--- src/rtl/cc_execute_stage_pkg.sv ---
// Shared constants for the execute stage: instruction codes, condition selectors
// and the bit positions of the flags inside the packed condition-code word.
package cc_execute_stage_pkg;

    localparam logic [3:0] I_CMOVXX = 4'h2;
    localparam logic [3:0] I_OPQ    = 4'h6;
    localparam logic [3:0] I_JXX    = 4'h7;

    typedef enum logic [3:0] {
        C_YES = 4'h0,
        C_LE  = 4'h1,
        C_L   = 4'h2,
        C_E   = 4'h3,
        C_NE  = 4'h4,
        C_GE  = 4'h5,
        C_G   = 4'h6
    } cond_e;

    // Packed condition-code word is {ZF,SF,OF}
    localparam int CC_ZF = 2;
    localparam int CC_SF = 1;
    localparam int CC_OF = 0;

endpackage

--- src/rtl/cc_execute_stage_cond_eval.sv ---
// Combinational branch/cmov condition evaluation from a flag set and a function code.
module cond_eval
    import cc_execute_stage_pkg::*;
(
    input  logic [3:0] ifun,
    input  logic       zf,
    input  logic       sf,
    input  logic       of,
    output logic       cnd
);

    logic lt;

    always_comb begin
        lt  = sf ^ of;
        cnd = 1'b0;
        case (ifun)
            C_YES:   cnd = 1'b1;
            C_LE:    cnd = lt | zf;
            C_L:     cnd = lt;
            C_E:     cnd = zf;
            C_NE:    cnd = ~zf;
            C_GE:    cnd = ~lt;
            C_G:     cnd = ~lt & ~zf;
            default: cnd = 1'b0;
        endcase
    end

endmodule

--- src/rtl/cc_execute_stage.sv ---
// Execute stage: condition-code register, branch condition and the E/M pipeline register.
module cc_execute_stage
    import cc_execute_stage_pkg::*;
#(
    parameter int         WIDTH    = 64,
    parameter logic [2:0] CC_RESET = 3'b100,
    parameter logic [3:0] OPQ_CODE = I_OPQ
) (
    input  logic             clk,
    input  logic             rst,
    input  logic [WIDTH-1:0] alu_ans,
    input  logic             alu_overflow,
    input  logic             in_valid,
    input  logic [3:0]       icode,
    input  logic [3:0]       ifun,
    input  logic             cc_block,
    input  logic             stall,
    input  logic             bubble,
    output logic             cc_zf,
    output logic             cc_sf,
    output logic             cc_of,
    output logic             cnd,
    output logic [WIDTH-1:0] m_valE,
    output logic             m_cnd,
    output logic             m_valid
);

    logic [2:0]       cc_reg;
    logic [2:0]       cc_next;
    logic             set_cc;
    logic [WIDTH-1:0] m_vale_reg;
    logic             m_cnd_reg;
    logic             m_valid_reg;

    assign set_cc = in_valid & (icode == OPQ_CODE) & ~cc_block & ~stall & ~bubble;

    always_comb begin
        cc_next        = cc_reg;
        cc_next[CC_ZF] = (alu_ans == '0);
        cc_next[CC_SF] = alu_ans[WIDTH-1];
        cc_next[CC_OF] = alu_overflow;
    end

    always_ff @(posedge clk) begin
        if (rst) begin
            cc_reg <= CC_RESET;
        end else if (set_cc) begin
            cc_reg <= cc_next;
        end
    end

    assign cc_zf = cc_reg[CC_ZF];
    assign cc_sf = cc_reg[CC_SF];
    assign cc_of = cc_reg[CC_OF];

    // Evaluated on the flags held before this instruction updates them
    cond_eval u_cond_eval (
        .ifun (ifun),
        .zf   (cc_zf),
        .sf   (cc_sf),
        .of   (cc_of),
        .cnd  (cnd)
    );

    always_ff @(posedge clk) begin
        if (rst) begin
            m_vale_reg  <= '0;
            m_cnd_reg   <= 1'b0;
            m_valid_reg <= 1'b0;
        end else if (stall) begin
            m_vale_reg  <= m_vale_reg;
            m_cnd_reg   <= m_cnd_reg;
            m_valid_reg <= m_valid_reg;
        end else if (bubble) begin
            m_vale_reg  <= '0;
            m_cnd_reg   <= 1'b0;
            m_valid_reg <= 1'b0;
        end else begin
            m_vale_reg  <= in_valid ? alu_ans : '0;
            m_cnd_reg   <= cnd;
            m_valid_reg <= in_valid;
        end
    end

    assign m_valE  = m_vale_reg;
    assign m_cnd   = m_cnd_reg;
    assign m_valid = m_valid_reg;

endmodule

--- config.mk ---
export PLATFORM = sky130hd
export DESIGN_NAME = cc_execute_stage
export DESIGN_NICKNAME = d
export VERILOG_FILES = /design/src/rtl/cc_execute_stage_pkg.sv /design/src/rtl/cc_execute_stage_cond_eval.sv /design/src/rtl/cc_execute_stage.sv
export SDC_FILE = /design/constraint.sdc
export NUM_CORES = 1
export LEC_CHECK = 0
export CAP_MARGIN = 20
export CORE_AREA = 2 2 78 80
export CTS_BUF_LIST = sky130_fd_sc_hd__clkbuf_2 sky130_fd_sc_hd__clkbuf_4 sky130_fd_sc_hd__clkbuf_8
export DETAILED_ROUTE_END_ITERATION = 16
export DIE_AREA = 0 0 80 82
export DONT_BUFFER_PORTS = 1
export GPL_TIMING_DRIVEN = 0
export PLACE_DENSITY = 0.59
export SETUP_SLACK_MARGIN = 0.5
export SYNTH_ARGS = -nofsm -noshare
export SYNTH_HDL_FRONTEND = slang
export SYNTH_HIERARCHICAL = 1
export SYNTH_SLANG_ARGS = --single-unit
--- constraint.sdc ---
create_clock -name clk -period 2.1 [get_ports clk]
set_clock_uncertainty 0.2 [all_clocks]
set_input_delay 0.525 -clock clk [delete_from_list [all_inputs] [get_ports clk]]
set_output_delay 0.525 -clock clk [all_outputs]
set_load 0.05 [all_outputs]
Figure 1. Clock network drawn from the DEF (run 1).
Bar = 20 microns.
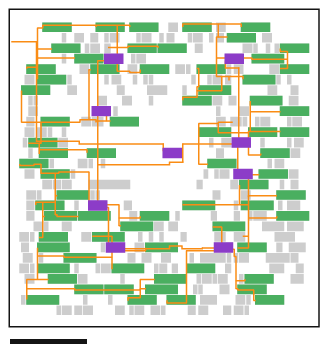
Key: green = flip-flops [count 69]; orange = clock wires [length 865 microns]; purple = clock-net drivers [count 9]
There are 10 routed clock nets.

Figure 2. Supply network (run 1).
Pins as bars on the die edge. Tap cells in grey.
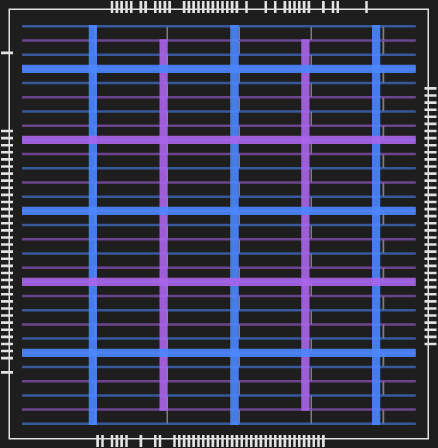
Key: blue = VSS; purple = VDD
The core has 28 rows. 29 met1 rails follow the rows.

Figure 3. Logic cells by family (run 1).
Bar = 20 microns.
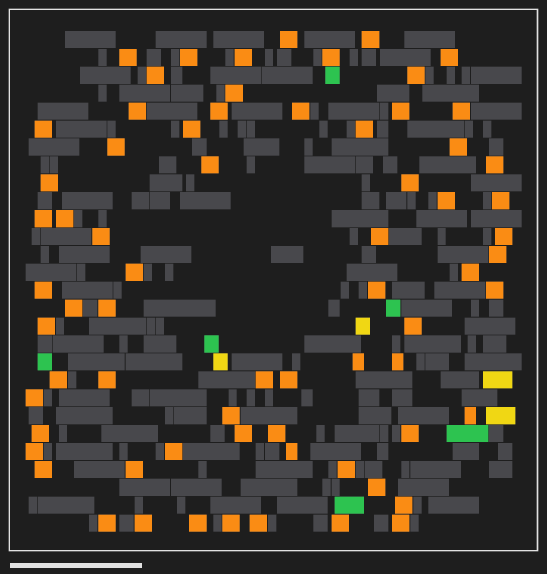
Key: orange = aoi and oai cells [cells 69, where spread over the die]; yellow = and/or cells [cells 4]; green = nand cells [cells 6]
Comb area share: 35.6%
dominant logic cell type in the layout: nor2_1
post-route non-filler standard cell count: 358

Figure 4. Clock wiring as the flow saved it (run 1).
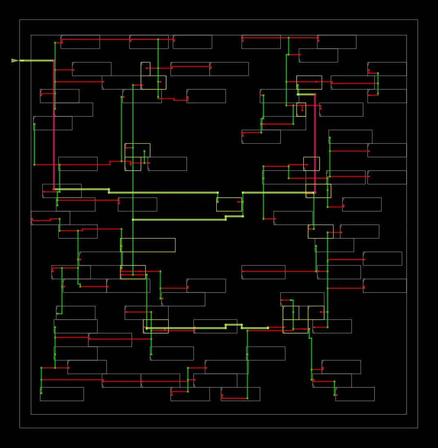
clk pwr: 1.08 mW
clk sink count: 69
# clk buffers: 9
Clock Latency Late Sink: 0.33 ns

==> metrics.cfg, run 1 <==
[sta]
fin_crit_ns=2.13
setup_viol=1
setup_tns_ns=-0.0292
layout_setup_ws_ns=-0.0292

[worst_setup_path]
r2r_cells=5
end_kind=output pin
cp-start-kind=flip-flop
path_cells=xnor2_2, a2111o_1, nand3_4
reg2reg_to=m_cnd
cp-endpoint=cnd

[cts]
cts_tree=done
root_buffer=clkbuf_8
cts_made_buffers=9

[yosys]
ys.flops=69
ys_area_sq_um=2520
synthAoiAreaFrac_pct=20.6
postSynthSeqShare_pct=54.8
yosysCellCount=267
synth_cell_types=23
ys_sh_adder_pct=0

[pwr]
p_clk_share_pct=40.4
pwr-share-comb_pct=5.5
power.group.top=registers
ir_drop_mv=0.389
seqPwrFrac_pct=54.1
sw_frac_of_total_pct=27.9

[floorplan]
row_count=28
die_height_microns=82
fp_util_pct=43.9

[run]
cap_violations=0

[cells_and_area]
antenna_cells=0
sh_seq_area_pct=50.5
logic_area_sq_um=1070
final-seq-area_sq_um=1520
logic_gates=175
clk_share_pct=6.60

[outcome]
status=finished with violations
violations=setup timing

[drt]
first_pass_iters=4
drt-total-wl_microns=6680
wl_met2_microns=3160
post_drt_wl_per_cell_microns=18.7

[grt]
grt_pass1_wl_microns=9670
grt_use_total_pct=19.5
overflow=0
grt_pass1_vias=2003
gr-usage-met1_pct=23.0

Figure 5. Placed cells, one colour a class (run 1).
Bar = 20 microns.
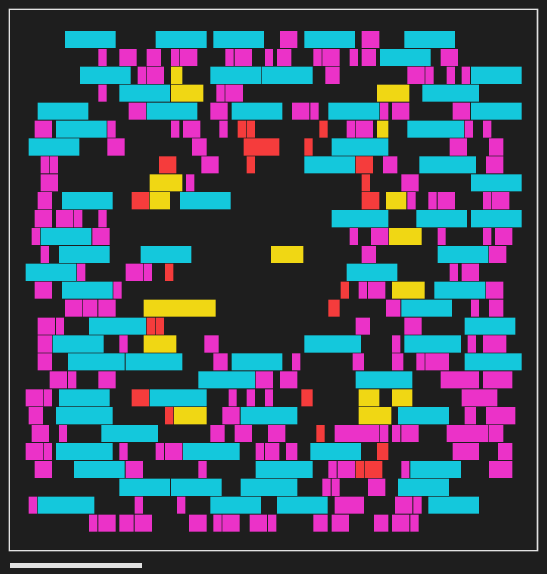

## Run 2: what changed since run 1
- CAP_MARGIN: 20 -> not set
- MAX_ROUTING_LAYER: not set -> met4
- PLACE_DENSITY: 0.59 -> 0.68
Figure 6. Placed cells, one colour a class (run 2).
Bar = 20 microns.
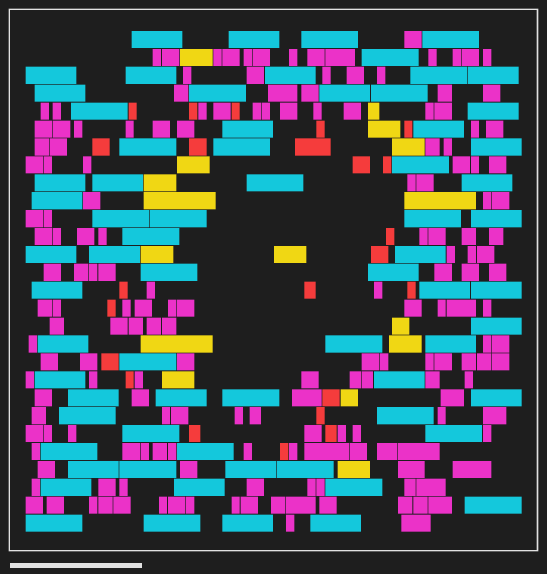
Key: cyan = sequential cells [cells 69]; red = remaining buffers and delay cells [cells 23]; yellow = clock drivers and dummy loads [cells 16]; magenta = remaining logic cells [cells 175]
sequential fraction of total cell area: 49.8%
core area: 5750 sq um
Final Instance Area: 3100 sq um
Final Core Density: 54.0%
Rows: 28

==> run 2 against run 1 <==
Compared with the run above: the run still ends with setup timing left; die area did not move; non-clock buffer count did not move; sequential power hardly changed; critical path depth did not move; clock power is 23% higher; sequential share of layout area down 0.74 points; power rose by 9.1%; combinational power hardly changed; sequential cell count unchanged; critical path type unchanged.
==> metrics.cfg, run 2 <==
[yosys]
ys_area_sq_um=2520  ; unchanged
synth_cell_types=23  ; unchanged
top_logic_kind=AND-OR/OR-AND gates
ys_warn_count=6
ys.flops=69  ; unchanged
top_cell_area_share_pct=54.8
synth_cells=267
postSynthSeqShare_pct=54.8  ; unchanged
ys_sh_adder_pct=0  ; unchanged
xor_share_pct=0.348
yosysCellCount=267  ; unchanged
synthAoiAreaFrac_pct=20.6  ; unchanged

[cells_and_area]
antenna_cells=0  ; unchanged
logic_gates=175  ; unchanged
clk_share_pct=7.98  ; +1.4 points
syn2layout_area_growth_pct=23.1
finalNonFillerCells=358  ; unchanged
logic_area_sq_um=1090  ; +1.7%
n_fill_cell=532
sh_comb_area_pct=35.2  ; -0.43 points
lay_top_count=nor2_1
nNonClkInverters=0
final-seq-area_sq_um=1550  ; +1.5%
largest_class=flip-flops and latches
clockBufferCount=10  ; +1
largest_reg_flops=64
flop-count=69

[grt]
grt.busiest_layer=met2
grt_pass1_wl_microns=9900  ; +2.4%
grt_use_total_pct=21.0  ; +1.5 points
overflow=0  ; unchanged
gr-usage-met1_pct=22.6  ; -0.37 points
grt_pass1_vias=2106  ; +5.1%

[worst_setup_path]
r2r_start=cc_reg[2]
critPathMaxFanout=3
end_kind=output pin
max_stage_delay_ns=0.42
cp-endpoint=cnd
r2r_cells=5  ; unchanged
crit_buf_inv=0
crit_cells=3
path_cells=xnor2_2, a2111o_1, nand3_4
reg2reg_to=m_cnd
crit_arrival_ns=1.43
r2r_slack_ns=0.50
cp-start-kind=flip-flop

[pwr]
seqPwrFrac_pct=49.3  ; -4.8 points
p_clk_share_pct=45.5  ; +5.1 points
pwr-share-comb_pct=5.2  ; -0.3 points
sw_frac_of_total_pct=25.2  ; -2.8 points
leakagePower_nw=1.07
p_per_area_nw_per_um2=943
power_clock_mw=1.33  ; +23%
power.group.top=registers

[cts]
root_buffer=clkbuf_8
cts-hold-fix-buffers=0
cts_num_sinks=69  ; unchanged
h-tree-depth=3
cts_made_buffers=9  ; unchanged
worstSkewPairLatency_ns=0.34  ; about the same
cts_tree=done

[sta]
setup_tns_ns=-0.0568  ; -0.0276 ns
fin_crit_ns=2.16  ; +0.0276 ns
layout_setup_ws_ns=-0.0568  ; -0.0276 ns
setup_viol=1  ; unchanged
tightest_slew_ns=0.470
finalHoldViolCount=0

[drt]
drtIter0Drc=103
wl_met1_microns=2800
wl_met2_microns=3330  ; +5.2%
drt-total-wl_microns=7180  ; +7.5%
first_pass_iters=4  ; unchanged
drc=0
post_drt_wl_per_cell_microns=20.1  ; +7.5%

[floorplan]
pin_count=149
fp_util_pct=43.9  ; unchanged
die_area_sq_um=6560

[outcome]
status=finished with violations
violations=setup timing

[placement]
placed_area_sq_um=2660

[run]
cap_violations=0  ; unchanged

Figure 7. Supply network (run 2).
Pins as bars on the die edge. Tap cells in grey.
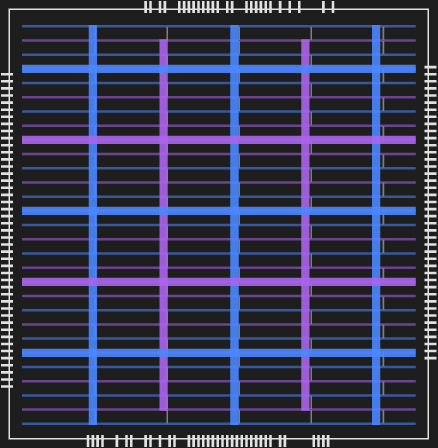
Key: purple = VDD; blue = VSS
The core has 28 rows. 149 signal pins sit on the boundary.
die outline width: 80 microns
Die H: 82 microns
Max IR drop VDD: 0.620 mV

Figure 8. Clock network drawn from the DEF (run 2).
Bar = 20 microns.
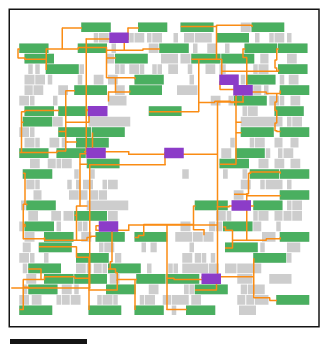

## Run 3: what changed since run 2
==> constraint.sdc (replaced) <==
create_clock -name clk -period 2.1 [get_ports clk]
set_clock_uncertainty 0.2 [all_clocks]
set_input_delay 0.63 -clock clk [delete_from_list [all_inputs] [get_ports clk]]
set_output_delay 0.63 -clock clk [all_outputs]
set_load 0.05 [all_outputs]
Figure 9. Clock network drawn from the DEF (run 3).
Bar = 20 microns.
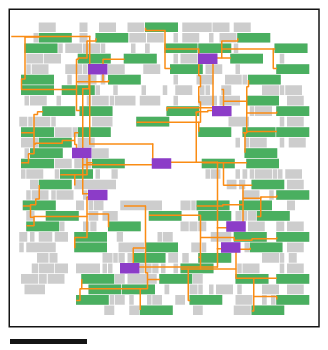
Key: green = flip-flops [count 69]; purple = clock-net drivers [count 9]; orange = clock wires [length 846 microns]
Position of the flops: spread over the die.

==> run 3 against run 2 <==
Compared with the run above: the run still ends with setup timing left; synthesized area is the same; fmax shrank 3.6%; via count grew 0.93%; count of clock-buffer cells in the layout grew 1; sequential cell count is the same; sequential power is essentially flat; combinational power grew 25%; critical path type unchanged; critical endpoint unchanged; largest power group unchanged; highest routed layer unchanged.
==> metrics.cfg, run 3 <==
[sta]
tightest_slew_ns=0.674  ; +0.205 ns
setup_viol=1  ; unchanged
fin_crit_ns=2.24  ; +0.0816 ns
layout_setup_ws_ns=-0.138  ; -0.0816 ns

[cells_and_area]
logic_gates=175  ; unchanged
nNonClkInverters=0  ; unchanged
finalNonFillerCells=358  ; unchanged
sh_seq_area_pct=46.5  ; -3.3 points

[grt]
gr-usage-met1_pct=25.2  ; +2.6 points
overflow=0  ; unchanged

[pwr]
seqPwrFrac_pct=49.8  ; +0.5 points
sw_frac_of_total_pct=26.0  ; +0.84 points
leakagePower_nw=1.09  ; +1.6%
pwr-share-comb_pct=6.7  ; +1.5 points

[drt]
drtIter0Drc=90  ; -13%
post_drt_wl_per_cell_microns=19.3  ; -3.6%
drt-total-wl_microns=6920  ; -3.6%
wl_met1_microns=2700  ; -3.5%
drc=0  ; unchanged

[yosys]
ys_warn_count=6  ; unchanged
top_logic_kind=AND-OR/OR-AND gates
synth_cell_types=23  ; unchanged
synthAoiAreaFrac_pct=20.6  ; unchanged
xor_share_pct=0.348  ; unchanged
synth_cells=267  ; unchanged
ys.flops=69  ; unchanged
ys_sh_adder_pct=0  ; unchanged

[worst_setup_path]
cp-endpoint=cnd
max_stage_delay_ns=0.41  ; about the same
cp-start-kind=flip-flop
crit_arrival_ns=1.41  ; -0.02 ns

[cts]
cts_tree=done
h-tree-depth=3  ; unchanged

[outcome]
violations=setup timing
status=finished with violations

[floorplan]
die_w_microns=80  ; unchanged

[run]
cap_violations=0  ; unchanged

Figure 10. Supply network (run 3).
Pins as bars on the die edge. Tap cells in grey.
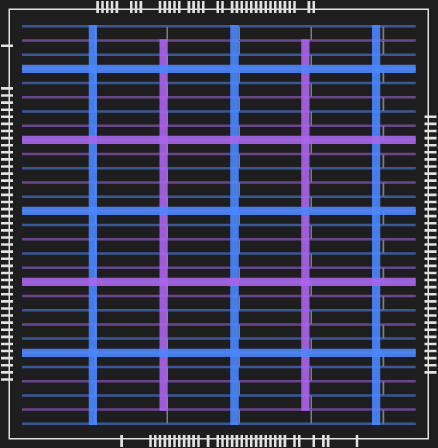
Key: blue = VSS; purple = VDD
29 met1 rails follow the rows. The core has 28 rows. 5 straps on met5. 75 tap cells. 149 signal pins sit on the boundary.
Max IR drop VDD: 0.548 mV

Power figures rest on the tool's default switching activity, not on a simulated workload.
